==> config.mk <==
export PLATFORM = sky130hd
export DESIGN_NAME = pair_loop_scheduler
export DESIGN_NICKNAME = d
export VERILOG_FILES = /design/src/rtl/pair_sched_pkg.sv /design/src/rtl/pair_loop_scheduler_rr_arbiter.sv /design/src/rtl/pair_loop_scheduler.sv
export SDC_FILE = /design/constraint.sdc
export NUM_CORES = 1
export LEC_CHECK = 0
export CAP_MARGIN = 20
export CORE_MARGIN = 5
export CORE_UTILIZATION = 50
export DETAILED_ROUTE_END_ITERATION = 16
export GPL_ROUTABILITY_DRIVEN = 0
export PLACE_DENSITY = 0.89
export SLEW_MARGIN = 10
export SYNTH_ARGS = -nofsm -noshare
export SYNTH_HDL_FRONTEND = slang
export SYNTH_HIERARCHICAL = 1
export SYNTH_SLANG_ARGS = --single-unit
==> constraint.sdc <==
create_clock -name clk -period 11.5 [get_ports clk]
set_input_delay 2.3 -clock clk [delete_from_list [all_inputs] [get_ports clk]]
set_output_delay 2.3 -clock clk [all_outputs]
set_load 0.02 [all_outputs]
==> src/rtl/pair_sched_pkg.sv <==
// pair_sched_pkg: shared FSM encoding, default widths and count-bus unpack helper
package pair_sched_pkg;
  typedef enum logic {ARB, LOOP} state_t;
  localparam int AW_DEF = 6;
  localparam int BUS_MAX = 256;
  function automatic logic [31:0] unpack_count(input logic [BUS_MAX-1:0] bus, input int k, input int aw);
    return 32'((bus >> (k * aw)) & ((BUS_MAX'(1) << aw) - BUS_MAX'(1)));
  endfunction
endpackage

==> src/rtl/pair_loop_scheduler_rr_arbiter.sv <==
// rr_arbiter: first eligible index at or after rr_ptr, wrapping mod NREQ
module rr_arbiter #(
  parameter int NREQ = 4,
  parameter int SELW = 2
) (
  input  logic [NREQ-1:0] eligible,
  input  logic [SELW-1:0] rr_ptr,
  output logic [NREQ-1:0] grant,
  output logic [SELW-1:0] idx,
  output logic            any
);
  // scan from rr_ptr upward and keep the first hit
  always_comb begin
    grant = '0;
    idx = '0;
    any = 1'b0;
    for (int i = 0; i < NREQ; i++) begin
      if (!any && eligible[(int'(rr_ptr) + i) % NREQ]) begin
        grant[(int'(rr_ptr) + i) % NREQ] = 1'b1;
        idx = SELW'((int'(rr_ptr) + i) % NREQ);
        any = 1'b1;
      end
    end
  end
endmodule

==> src/rtl/pair_loop_scheduler.sv <==
// pair_loop_scheduler: round-robin shared nested pair-loop address generator
module pair_loop_scheduler
  import pair_sched_pkg::*;
#(
  parameter int NREQ = 4,
  parameter int AW = AW_DEF,
  parameter int SELW = 2
) (
  input  logic              clk,
  input  logic              reset,
  input  logic [NREQ-1:0]   req,
  input  logic [NREQ*AW-1:0] number1in,
  input  logic [NREQ*AW-1:0] number2in,
  input  logic              hold,
  output logic [AW-1:0]     readadd1,
  output logic [AW-1:0]     readadd2,
  output logic [SELW-1:0]   sel,
  output logic              valid,
  output logic [NREQ-1:0]   ack,
  output logic              busy
);
  state_t state;
  logic [SELW-1:0] rr_ptr, gidx, gnext, snext;
  logic [NREQ-1:0] grant;
  logic any;
  logic [AW-1:0] n1, n2, n1_q, n2_q;
  logic last1, last2;
  assign n1 = AW'(unpack_count(BUS_MAX'(number1in), int'(gidx), AW));
  assign n2 = AW'(unpack_count(BUS_MAX'(number2in), int'(gidx), AW));
  assign gnext = (gidx == SELW'(NREQ - 1)) ? '0 : gidx + SELW'(1);
  assign snext = (sel == SELW'(NREQ - 1)) ? '0 : sel + SELW'(1);
  assign last1 = readadd1 == n1_q - AW'(1);
  assign last2 = readadd2 == n2_q - AW'(1);
  rr_arbiter #(.NREQ(NREQ), .SELW(SELW)) u_arb (
    .eligible(req & ~ack),
    .rr_ptr(rr_ptr),
    .grant(grant),
    .idx(gidx),
    .any(any)
  );
  // grant in ARB, then walk (a1,a2) row-major over the latched counts, advancing only on consume
  always_ff @(posedge clk) begin
    if (reset) begin
      state <= ARB;
      rr_ptr <= '0;
      readadd1 <= '0;
      readadd2 <= '0;
      sel <= '0;
      valid <= 1'b0;
      ack <= '0;
      busy <= 1'b0;
      n1_q <= '0;
      n2_q <= '0;
    end else begin
      ack <= '0;
      if (state == ARB) begin
        if (any) begin
          sel <= gidx;
          n1_q <= n1;
          n2_q <= n2;
          if (n1 == '0 || n2 == '0) begin
            ack <= grant;
            rr_ptr <= gnext;
          end else begin
            readadd1 <= '0;
            readadd2 <= '0;
            valid <= 1'b1;
            busy <= 1'b1;
            state <= LOOP;
          end
        end
      end else if (valid && !hold) begin
        if (last1 && last2) begin
          valid <= 1'b0;
          busy <= 1'b0;
          ack <= NREQ'(1) << sel;
          rr_ptr <= snext;
          state <= ARB;
        end else if (last2) begin
          readadd1 <= readadd1 + AW'(1);
          readadd2 <= '0;
        end else begin
          readadd2 <= readadd2 + AW'(1);
        end
      end
    end
  end
endmodule

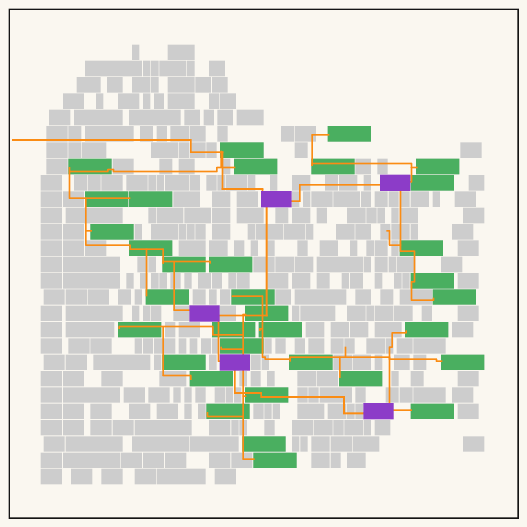
(run_1/clk_routes.png)
Scale: 6 px per um.
- flip-flops: green (count 34)
- clock wires: orange (length 459 um)
- clock drivers: purple (count 5)
- routed clock nets: 6
power drawn by the clock network: 0.0000848 W
clock insertion delay at the later pin of the skew report: 290 ps
clock network fraction of total power: 25.1%

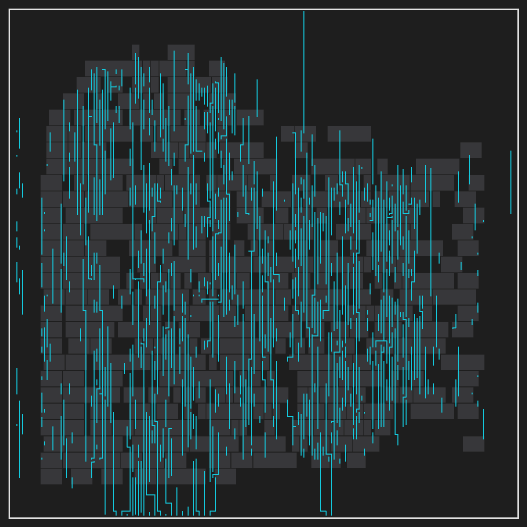
(run_1/layer_met2.png)
Scale: 6 px per um.
- nets with wire on the layer: 372
- wire length on this layer: 3,380 um
total wire length: 6973 um
via count: 2,594

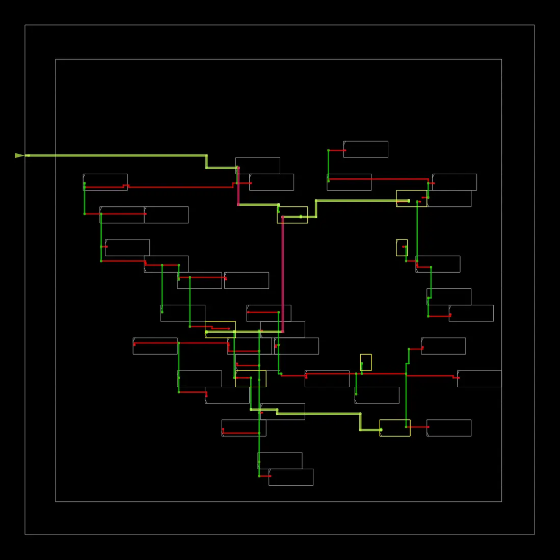
(run_1/clocks.png)
layout clock buffer count: 5
Flops: 34

==> tab_implementation.tex, run 1 <==
% Yosys + OpenROAD metrics
\begin{tabular}{lr}
\hline
Metric & Value \\
\hline
\multicolumn{2}{l}{\textbf{Outcome}} \\
Run status & completed \\
\multicolumn{2}{l}{\textbf{Global routing}} \\
GRT Util Overall & 19.75\% \\
Wire length of the first global-routing pass & 11,660 um \\
Global route overflow & 0 \\
Met3 demand-to-capacity share in global routing & 5.005\% \\
Pin count of the biggest net entering global routing & 32 \\
Global-route met2 utilization & 33.88\% \\
\multicolumn{2}{l}{\textbf{Setup path}} \\
Startpoint-to-endpoint class of the critical path & input pin to flop \\
Setup crit end kind & flop \\
Capturing element of the worst setup path & readadd2[4]\$\_SDFFE\_PP0P\_ \\
Setup slack of the worst register-to-register path & 7170 ps \\
CP cell instances & clkdlybuf4s50\_1, nor2b\_1, mux4\_2, and2b\_2, o21ai\_0, o31ai\_2, buf\_4, mux4\_1, nor4\_1, a22oi\_1, nand2\_2, o21ai\_4, o32ai\_1 \\
Worst setup startpoint & req[2] \\
Peak fanout along the critical path & 15 \\
Reg2Reg Launch Point & rr\_ptr[0]\$\_SDFFE\_PP0P\_ \\
\multicolumn{2}{l}{\textbf{Final layout}} \\
Number of antenna repair diodes & 0 \\
Top cell class by occupied area & logic gates \\
Number of multi-input combinational cells in the layout & 235 \\
Final cell count without fillers & 440 \\
Highest-count cells in the layout ignoring fill and taps & 74 x sky130\_fd\_sc\_hd\_\_clkdlybuf4s50\_1, 46 x sky130\_fd\_sc\_hd\_\_nand2\_1, 34 x sky130\_fd\_sc\_hd\_\_dfxtp\_1 \\
Number of ordinary inverters in the final layout & 16 \\
Fraction of layout instances using a drive strength above 1 & 10.05\% \\
Post-layout util & 66.18\% \\
\multicolumn{2}{l}{\textbf{Place}} \\
Instance area after placement & 0.003521 mm\^{}2 \\
\multicolumn{2}{l}{\textbf{Clock tree}} \\
Number of hold buffers added after CTS & 0 \\
CTS resizes & 0 \\
Root Buffer Master & sky130\_fd\_sc\_hd\_\_clkbuf\_8 \\
TritonCTS sink count & 34 \\
Clock input transition at the sequential cells of the worst setup and hold paths & 70 ps \\
Number of buffers on the longest clock path & 2 \\
\multicolumn{2}{l}{\textbf{Route}} \\
Detailed Route Iter0 Violations & 152 \\
Post-detailed-route wirelength per cell & 15.85 um \\
Antenna Nets Post-Route & 0 \\
Total met2 wirelength after detailed routing & 3378 um \\
\multicolumn{2}{l}{\textbf{Timing}} \\
RSZ-0062 raised after global routing & no \\
Post-route clock period utilization & 50.21\% \\
Setup-violating endpoint count in the final report & 0 \\
Clock Skews & 10.18 ps \\
Number of hold-slack violations in the final timing report & 0 \\
\multicolumn{2}{l}{\textbf{Hold path}} \\
Worst min path class & flop to flop \\
Hold path depth & 2 \\
\multicolumn{2}{l}{\textbf{Logic synthesis}} \\
Synth Net Count & 371 \\
Cell area after technology mapping & 0.002780 mm\^{}2 \\
\multicolumn{2}{l}{\textbf{Die}} \\
Overall chip area & 0.007151 mm\^{}2 \\
Taps Inserted & 72 \\
Number of placement rows & 27 \\
\multicolumn{2}{l}{\textbf{Flow run}} \\
Number of violations of the max-capacitance limit & 0 \\
\multicolumn{2}{l}{\textbf{Power}} \\
Switching power of the nets & 0.0001115 W \\
Worst vdd ir & 59.72 uV \\
Internal power & 0.0002257 W \\
\hline
\end{tabular}
## Run 2: what changed since run 1
--- a/config.mk
+++ b/config.mk
@@ -7,10 +7,10 @@
 export LEC_CHECK = 0
 export CAP_MARGIN = 20
 export CORE_MARGIN = 5
-export CORE_UTILIZATION = 50
+export CORE_UTILIZATION = 49
 export DETAILED_ROUTE_END_ITERATION = 16
 export GPL_ROUTABILITY_DRIVEN = 0
-export PLACE_DENSITY = 0.89
+export PLACE_DENSITY = 0.88
 export SLEW_MARGIN = 10
 export SYNTH_ARGS = -nofsm -noshare
 export SYNTH_HDL_FRONTEND = slang
==> constraint.sdc (replaced) <==
create_clock -name clk -period 6.03 [get_ports clk]
set_input_delay 1.206 -clock clk [delete_from_list [all_inputs] [get_ports clk]]
set_output_delay 1.206 -clock clk [all_outputs]
set_load 0.02 [all_outputs]
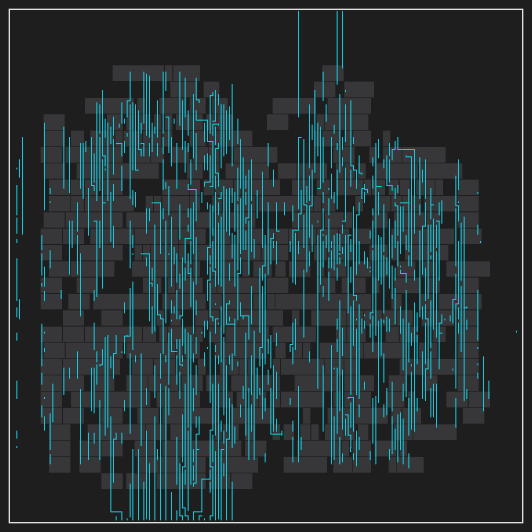
(run_2/layer_met2.png)
Scale: 6 px per um.
total wire length: 7262 um
global-route met2 utilization: 33.90%
via count: 2,654

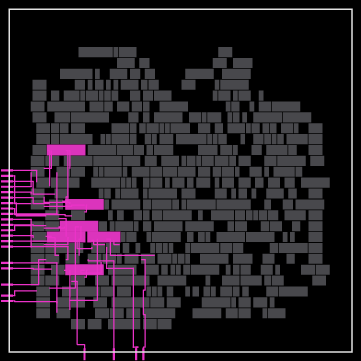
(run_2/io_fan.png)
Scale: 4 px per um.
- `number2in`: magenta (direction input; edge 20 west, 4 south; end cells 6; buffers 24; wire 542 um)
number of input and output port buffers inserted: 74
total I/O pin count: 75

==> run 2 against run 1 <==
  * Power up 94%
  * Highest routed layer unchanged
  * Critical path type unchanged
  * Count of clock-buffer cells in the layout up 1
  * Sequential cell count unchanged
  * Clock skew down 7.4 ps
  * Cell area up 0.31%
==> tab_implementation.tex, run 2 <==
% Yosys + OpenROAD metrics
\begin{tabular}{lr}
\hline
Metric & Value \\
\hline
\multicolumn{2}{l}{\textbf{Die}} \\
Overall chip area & 0.007280 mm\^{}2 \\
Taps Inserted & 72 \\
\multicolumn{2}{l}{\textbf{Outcome}} \\
Run status & completed \\
\multicolumn{2}{l}{\textbf{Route}} \\
Total met2 wirelength after detailed routing & 3494 um \\
Antenna Nets Post-Route & 0 \\
Post-detailed-route wirelength per cell & 16.54 um \\
\multicolumn{2}{l}{\textbf{Timing}} \\
Clock Skews & 2.759 ps \\
Setup-violating endpoint count in the final report & 0 \\
RSZ-0062 raised after global routing & no \\
\multicolumn{2}{l}{\textbf{Final layout}} \\
Number of multi-input combinational cells in the layout & 235 \\
Flops & 34 \\
\multicolumn{2}{l}{\textbf{Power}} \\
Worst vdd ir & 83.60 uV \\
\multicolumn{2}{l}{\textbf{Hold path}} \\
Hold path depth & 2 \\
Worst min path class & flop to flop \\
\multicolumn{2}{l}{\textbf{Global routing}} \\
Met3 demand-to-capacity share in global routing & 3.981\% \\
GRT Util Overall & 19.72\% \\
\multicolumn{2}{l}{\textbf{Setup path}} \\
Capturing element of the worst setup path & readadd1[0]\$\_SDFFE\_PP0P\_ \\
Peak fanout along the critical path & 15 \\
Setup crit end kind & flop \\
CP cell instances & clkdlybuf4s50\_1, nor2b\_1, mux4\_2, and2b\_2, o21ai\_0, o31ai\_2, buf\_4, mux4\_1, nor4\_1, a22oi\_1, nand2\_2, o21ai\_4, a311oi\_2 \\
Startpoint-to-endpoint class of the critical path & input pin to flop \\
\multicolumn{2}{l}{\textbf{Clock tree}} \\
Clock insertion delay at the later pin of the skew report & 290 ps \\
Clock input transition at the sequential cells of the worst setup and hold paths & 70 ps \\
Number of buffers on the longest clock path & 2 \\
Number of hold buffers added after CTS & 0 \\
\multicolumn{2}{l}{\textbf{Flow run}} \\
Number of violations of the max-capacitance limit & 0 \\
\hline
\end{tabular}
Power is estimated from default activity; no workload was simulated.
